File: src/rtl/lsu_ctrl.sv
// Load/store unit controller: one access at a time, with memory handshake, lane formatting and a timeout abort.
// Latency: store 2 cycles and load 3 cycles from acceptance to done_o; the pipeline is held via stall_o while an access is in flight.
module lsu_ctrl #(
  parameter int unsigned MAX_WAIT = 15
) (
  input  logic        clk,
  input  logic        rst,
  input  logic [4:0]  load_i,
  input  logic [2:0]  store_i,
  input  logic [31:0] addr_i,
  input  logic [31:0] wdata_i,
  output logic        stall_o,
  output logic        mem_req_o,
  output logic        mem_we_o,
  output logic [31:0] mem_addr_o,
  output logic [3:0]  mem_be_o,
  output logic [31:0] mem_wdata_o,
  input  logic        mem_gnt_i,
  input  logic        mem_rvalid_i,
  input  logic [31:0] mem_rdata_i,
  output logic [31:0] rdata_o,
  output logic        done_o,
  output logic        misalign_o,
  output logic        timeout_o
);

  localparam int unsigned CW = (MAX_WAIT < 2) ? 1 : $clog2(MAX_WAIT + 1);
  localparam logic [CW-1:0] LAST = CW'(MAX_WAIT - 1);

  typedef enum logic [1:0] {IDLE, REQ, WAIT, DONE} state_t;

  state_t      state;
  logic [CW-1:0] cnt;
  logic [4:0]  ld_q;
  logic [1:0]  off_q;
  logic [7:0]  kind;
  logic        vld, mis, acc, is_b, is_h, is_w;
  logic [3:0]  be_n;
  logic [31:0] wd_n, ext;
  logic [15:0] sh;

  assign kind = {load_i, store_i};
  assign vld  = (kind != 8'd0) && ((kind & (kind - 8'd1)) == 8'd0);
  assign is_b = load_i[0] | load_i[3] | store_i[0];
  assign is_h = load_i[1] | load_i[4] | store_i[1];
  assign is_w = load_i[2] | store_i[2];
  assign mis  = (is_w && (addr_i[1:0] != 2'b00)) || (is_h && addr_i[0]);
  assign acc  = (state == IDLE) && vld && !mis;

  assign stall_o = !rst && (acc || (state == REQ) || (state == WAIT));

  always_comb begin
    be_n = 4'b1111;
    wd_n = wdata_i;
    if (is_b) begin
      be_n = 4'b0001 << addr_i[1:0];
      wd_n = {4{wdata_i[7:0]}};
    end else if (is_h) begin
      be_n = 4'b0011 << addr_i[1:0];
      wd_n = {2{wdata_i[15:0]}};
    end
    if (store_i == 3'b000) wd_n = '0;
  end

  // Selected byte/half is brought down to lane 0 before extension
  assign sh = 16'(mem_rdata_i >> {off_q, 3'b000});

  always_comb begin
    ext = mem_rdata_i;
    if (ld_q[0])      ext = {{24{sh[7]}}, sh[7:0]};
    else if (ld_q[3]) ext = {24'd0, sh[7:0]};
    else if (ld_q[1]) ext = {{16{sh[15]}}, sh[15:0]};
    else if (ld_q[4]) ext = {16'd0, sh[15:0]};
  end

  always_ff @(posedge clk or posedge rst) begin
    if (rst) begin
      state       <= IDLE;
      cnt         <= '0;
      ld_q        <= '0;
      off_q       <= '0;
      mem_req_o   <= 1'b0;
      mem_we_o    <= 1'b0;
      mem_addr_o  <= '0;
      mem_be_o    <= '0;
      mem_wdata_o <= '0;
      rdata_o     <= '0;
      done_o      <= 1'b0;
      misalign_o  <= 1'b0;
      timeout_o   <= 1'b0;
    end else begin
      done_o     <= 1'b0;
      misalign_o <= 1'b0;
      timeout_o  <= 1'b0;
      case (state)
        IDLE: begin
          if (acc) begin
            state       <= REQ;
            cnt         <= '0;
            ld_q        <= load_i;
            off_q       <= addr_i[1:0];
            mem_req_o   <= 1'b1;
            mem_we_o    <= |store_i;
            mem_addr_o  <= {addr_i[31:2], 2'b00};
            mem_be_o    <= be_n;
            mem_wdata_o <= wd_n;
          end else if (vld && mis) begin
            misalign_o <= 1'b1;
          end
        end
        REQ: begin
          if (mem_gnt_i) begin
            mem_req_o <= 1'b0;
            state     <= mem_we_o ? DONE : WAIT;
            done_o    <= mem_we_o;
            cnt       <= cnt + 1'b1;
          end else if (cnt >= LAST) begin
            mem_req_o <= 1'b0;
            state     <= IDLE;
            timeout_o <= 1'b1;
          end else begin
            cnt <= cnt + 1'b1;
          end
        end
        WAIT: begin
          if (mem_rvalid_i) begin
            rdata_o <= ext;
            state   <= DONE;
            done_o  <= 1'b1;
          end else if (cnt >= LAST) begin
            state     <= IDLE;
            timeout_o <= 1'b1;
          end else begin
            cnt <= cnt + 1'b1;
          end
        end
        default: state <= IDLE;
      endcase
    end
  end

endmodule

File: config.mk
export PLATFORM = sky130hd
export DESIGN_NAME = lsu_ctrl
export DESIGN_NICKNAME = d
export VERILOG_FILES = /design/src/rtl/lsu_ctrl.sv
export SDC_FILE = /design/constraint.sdc
export NUM_CORES = 1
export LEC_CHECK = 0
export CORE_MARGIN = 2
export CORE_UTILIZATION = 30
export DETAILED_ROUTE_END_ITERATION = 10
export PLACE_DENSITY = 0.54
export SLEW_MARGIN = 25
export SYNTH_ARGS = -nofsm -noshare
export SYNTH_HDL_FRONTEND = slang
export SYNTH_SLANG_ARGS = --single-unit
File: constraint.sdc
create_clock -name clk -period 5.65 [get_ports clk]
set_input_delay 1.13 -clock clk [delete_from_list [all_inputs] [get_ports clk]]
set_output_delay 1.13 -clock clk [all_outputs]
set_load 0.005 [all_outputs]
**Run 1: the metal 3 layer**

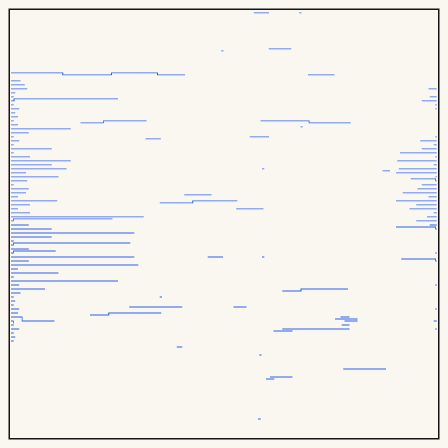
longest straight run: 44.9 um
share of all routed wire: 6.2%
nets with wire on the layer: 120
main direction: horizontal
WL final: 18.6 mm
via count: 5,052

**Run 1: wiring by layer**

Two of the layers only.
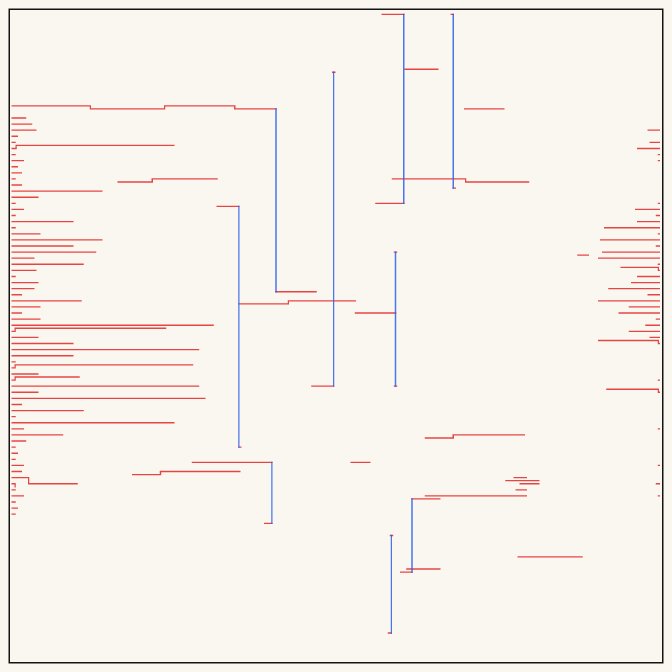
legend:
  red:
    layer: metal 3
    wire_length: 1,160 um
  blue:
    layer: metal 4
    wire_length: 327 um
Total GRT Usage: 0.179
WL/cell: 17.7 um

**Run 1: pin placement**

Pins as bars across the die edge, other pins in gray.
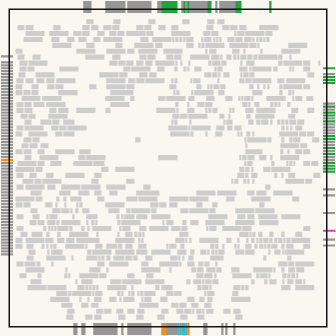
legend:
  cyan:
    port: `store_i`
    pins: 3
    direction: input
    edge: bottom
  orange:
    port: `mem_be_o`
    pins: 4
    direction: output
    edge: 3 bottom, 1 left
  green:
    port: `rdata_o`
    pins: 32
    direction: output
    edge: 16 right, 16 top
  magenta:
    port: `done_o`
    pins: 1
    direction: output
    edge: right
all pins by edge: 67 left, 64 top, 48 bottom, 35 right
IO Port Bufs: 211
height of the die: 145 um
die width: 145 um

==> reports/metrics.yaml, run 1 <==
critical_path:
  crit_fanout: 17
  path_cells: "clkdlybuf4s50_1, nor4_1, nand4b_1, nand4_2, o211a_4, o31a_1, clkdlybuf4s50_1"
  crit_cells: 7
  cp-startpoint: "store_i[1]"
  crit_top_cell: "clkdlybuf4s50_1"
  critPathRequiredTime_ns: 4.52
  rr_worst_depth: 5
  crit_family: "buffers and inverters"
  end_kind: "output port"
  path_class: "input port to output port"
synthesis:
  yosys-top-cells-count: "dfrtp_1, nand2_1, a21oi_1"
  synthTopLogicFamily: "multiplexers"
  edf_count: 0
  yosys_warnings: 0
  netlist_area_um2: 6000
  ys_sh_adder: 0.0208
  most_common_cell: "dfrtp_1"
  mux_area_frac: 0.199
  top_area_cell: "dfrtp_1"
  flop_cell: "dfrtp_1"
  synth_flops: 115
  aoi_share: 0.130
  synthTopCellsByArea: "dfrtp_1, mux2_2, mux2_4"
  yosysCellCount: 571
run_status:
  outcome: "complete, no violations"
clock_tree:
  cts_tree: "done"
  h-tree-depth: 4
  ctsResizeCount: 0
  holdBufCountCts: 0
routing:
  drc_errors: 0
  route.met2.wl_mm: 9.14
  highest_layer: "met4"
  wl_met3_mm: 1.16
  wl_met1_mm: 8.02
  postRouteAntennaNets: 0
  drt_iter0_markers: 243
  viasPerCell: 4.80
die:
  die_area_um2: 21200
  fp_util: 0.308
  top_level_ports: 214
timing:
  clock.fmax_mhz: 207
  hold_violations: 0
  holdWs_ns: 0.507
  rsz0062_at_grt: "no"
  setup_slack_ns: 0.814
  max-slew-margin-rel: 0.356
  tns_ns: 0
global_route:
  gr-max-usage-layer: "met2"
  use_met3: 0.0549
  grtUsageMet1: 0.222
final_layout:
  fin_nets: 893
  fillers: 1855
  area_growth_syn_to_layout_pct: 49.4
  nClkBuffers: 21
  combGateArea_um2: 2840
  instances_no_fill: 1053
  final_area_um2: 8970
  seq_cells: 115
  buffers: 220
  clock_area_frac: 0.0704
  lay_top_count: "clkdlybuf4s50_1"
  layout.nonclk_buf_frac: 0.243
place:
  placed_cells: 1021
  placed_cell_area_um2: 8340
power:
  finalPower_w: 0.00347
  p_int_w: 0.00245
  switching_share: 0.293
  power-top-group: "registers"
  p_comb_frac: 0.325
  leakagePower_nw: 3.85
  combinationalPower_w: 0.00113
  powerClk_w: 0.00115
min_path:
  min_path_type: "flop to flop"
  min_to: "mem_addr_o[10]"
## Run 2: what changed since run 1
- TNS_END_PERCENT: unset -> 100
**Run 2: the metal 3 layer**

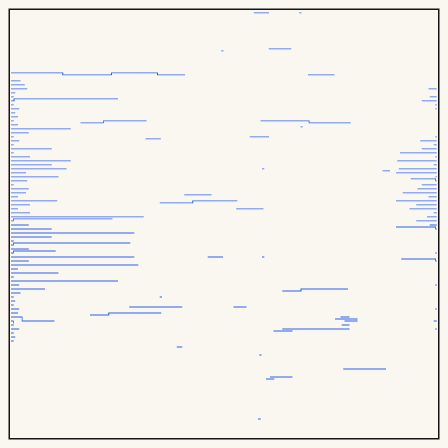
M3 GR Usage: 0.0549

**Run 2: routing congestion**

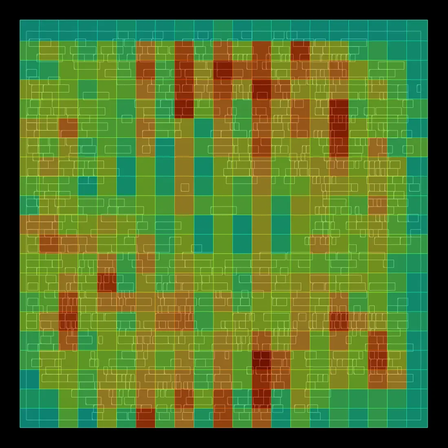
met1 Use GR: 0.222
fin util: 0.460

==> run 2 against run 1 <==
Sequential power barely moved. Combinational power barely moved. Critical path type unchanged. Area after synthesis did not move. Largest power group unchanged. Largest cell class unchanged. Critical endpoint unchanged. Total power did not move.
==> reports/metrics.yaml, run 2 <==
critical_path:
  crit_fanout: 17
  crit_top_cell: "clkdlybuf4s50_1"
  crit_family: "buffers and inverters"
  crit_cells: 7
  path_class: "input port to output port"
  path_cells: "clkdlybuf4s50_1, nor4_1, nand4b_1, nand4_2, o211a_4, o31a_1, clkdlybuf4s50_1"
  worst_path_max_delay_cell: "nor4_1"
  critPathRequiredTime_ns: 4.52
  cp-startpoint: "store_i[1]"
  end_kind: "output port"
  endpoint: "stall_o"
  r2r-start: "state[1]"
  r2r_slack_ns: 2.98
  crit_path_start_kind: "input port"
  rr_worst_depth: 5
place:
  pre_cts_ws_ns: 0.830
  placed_cell_area_um2: 8340
  portBuffers: 211
  placed_cells: 1021
  routabilityCongestion: 0.802
  dp_hpwl_mm: 13.4
power:
  finalPower_w: 0.00347
  p_comb_frac: 0.325
  switching_share: 0.293
  power-top-group: "registers"
  leakagePower_nw: 3.85
  combinationalPower_w: 0.00113
  powerClk_w: 0.00115
  clkPwrFrac: 0.331
  p_sw_w: 0.00102
  p_int_w: 0.00245
  pwr-share-seq: 0.343
  ir_drop_v: 0.000192
die:
  fp_util: 0.308
  die_area_um2: 21200
  row_count: 51
  design.core.area_um2: 19500
  top_level_ports: 214
  die_h_um: 145
  dieWidth_um: 145
  tap_cells: 265
synthesis:
  synth_cells: 571
  top_area_cell: "dfrtp_1"
  netlist_area_um2: 6000
  most_common_cell: "dfrtp_1"
  yosys-top-cells-count: "dfrtp_1, nand2_1, a21oi_1"
  ys_sh_adder: 0.0208
  yosys_warnings: 0
  syn_avg_cell_area_um2: 10.5
  mux_area_frac: 0.199
  synthTopLogicFamily: "multiplexers"
  yosysUniqueCellTypes: 49
  xor_share: 0.00292
  ys_seq_frac: 0.479
  synth_top_area_share: 0.479
  flop_cell: "dfrtp_1"
  yosysChipArea_um2: 6000
  aoi_share: 0.130
  yosysCellCount: 571
  synth_flops: 115
  synthTopCellsByArea: "dfrtp_1, mux2_2, mux2_4"
  synthArstFlopShare: 1.00
  edf_count: 0
final_layout:
  seq_cells: 115
  reg.largest.list: "mem_wdata_o (32), rdata_o (32), mem_addr_o (30)"
  comb_share: 0.317
  flop_area_um2: 2880
  drive_above_1_share: 0.179
  buffers: 220
  clock_area_frac: 0.0704
  layout.nonclk_buf_frac: 0.243
  instances_no_fill: 1053
  fin_nets: 893
  area_growth_syn_to_layout_pct: 49.4
  sh_seq_area: 0.321
  combGateArea_um2: 2840
  lay_top_count: "clkdlybuf4s50_1"
  final_area_um2: 8970
  nClkBuffers: 21
  comb_cells: 392
  antennaDiodeCount: 0
  fillers: 1855
  n_all_inverters: 29
clock_tree:
  cts_tree: "done"
  clk_latency_ns: 0.41
  root_buffer: "clkbuf_16"
  clkSinkCount: 115
  h-tree-depth: 4
  ctsResizeCount: 0
  clockBufferDepth: 2
  holdBufCountCts: 0
  clkTransAtPathRegs_ns: 0.06
  post-cts-setup-buffers: 0
global_route:
  antenna_found_initial: 0
  grt_max_degree: 67
  grtUsageMet2: 0.295
  grt_overflow: 0
  grtUsageTotal: 0.179
  grt_pass1_wl_mm: 30.1
  gr-max-usage-layer: "met2"
  grt_pass1_vias: 5473
min_path:
  min_to: "mem_addr_o[10]"
  min_path_type: "flop to flop"
  min_from: "mem_addr_o[10]"
timing:
  holdWs_ns: 0.507
  setup_slack_ns: 0.814
  finalSetupViolations: 0
  rsz0062_at_grt: "no"
  tns_ns: 0
  clock_skew_ns: 0.0113
  layout_min_cycle_time_ns: 4.84
  worstMarginPinSlew_ns: 0.966
  drv_slew: 0
  clock.fmax_mhz: 207
  hold_violations: 0
  max-slew-margin-rel: 0.356
routing:
  wl_per_cell_um: 17.7
  routed_wl_mm: 18.6
  route.met2.wl_mm: 9.14
  highest_layer: "met4"
  firstDrtPassIters: 4
  wl_met3_mm: 1.16
  drc_errors: 0
  viasPerCell: 4.80
  postRouteAntennaNets: 0
  num_vias: 5052
  wl_met1_mm: 8.02
  drt_iter0_markers: 243
run_status:
  outcome: "complete, no violations"
run:
  maxCapViolCount: 0
Power figures rest on the tool's default switching activity, not on a simulated workload.
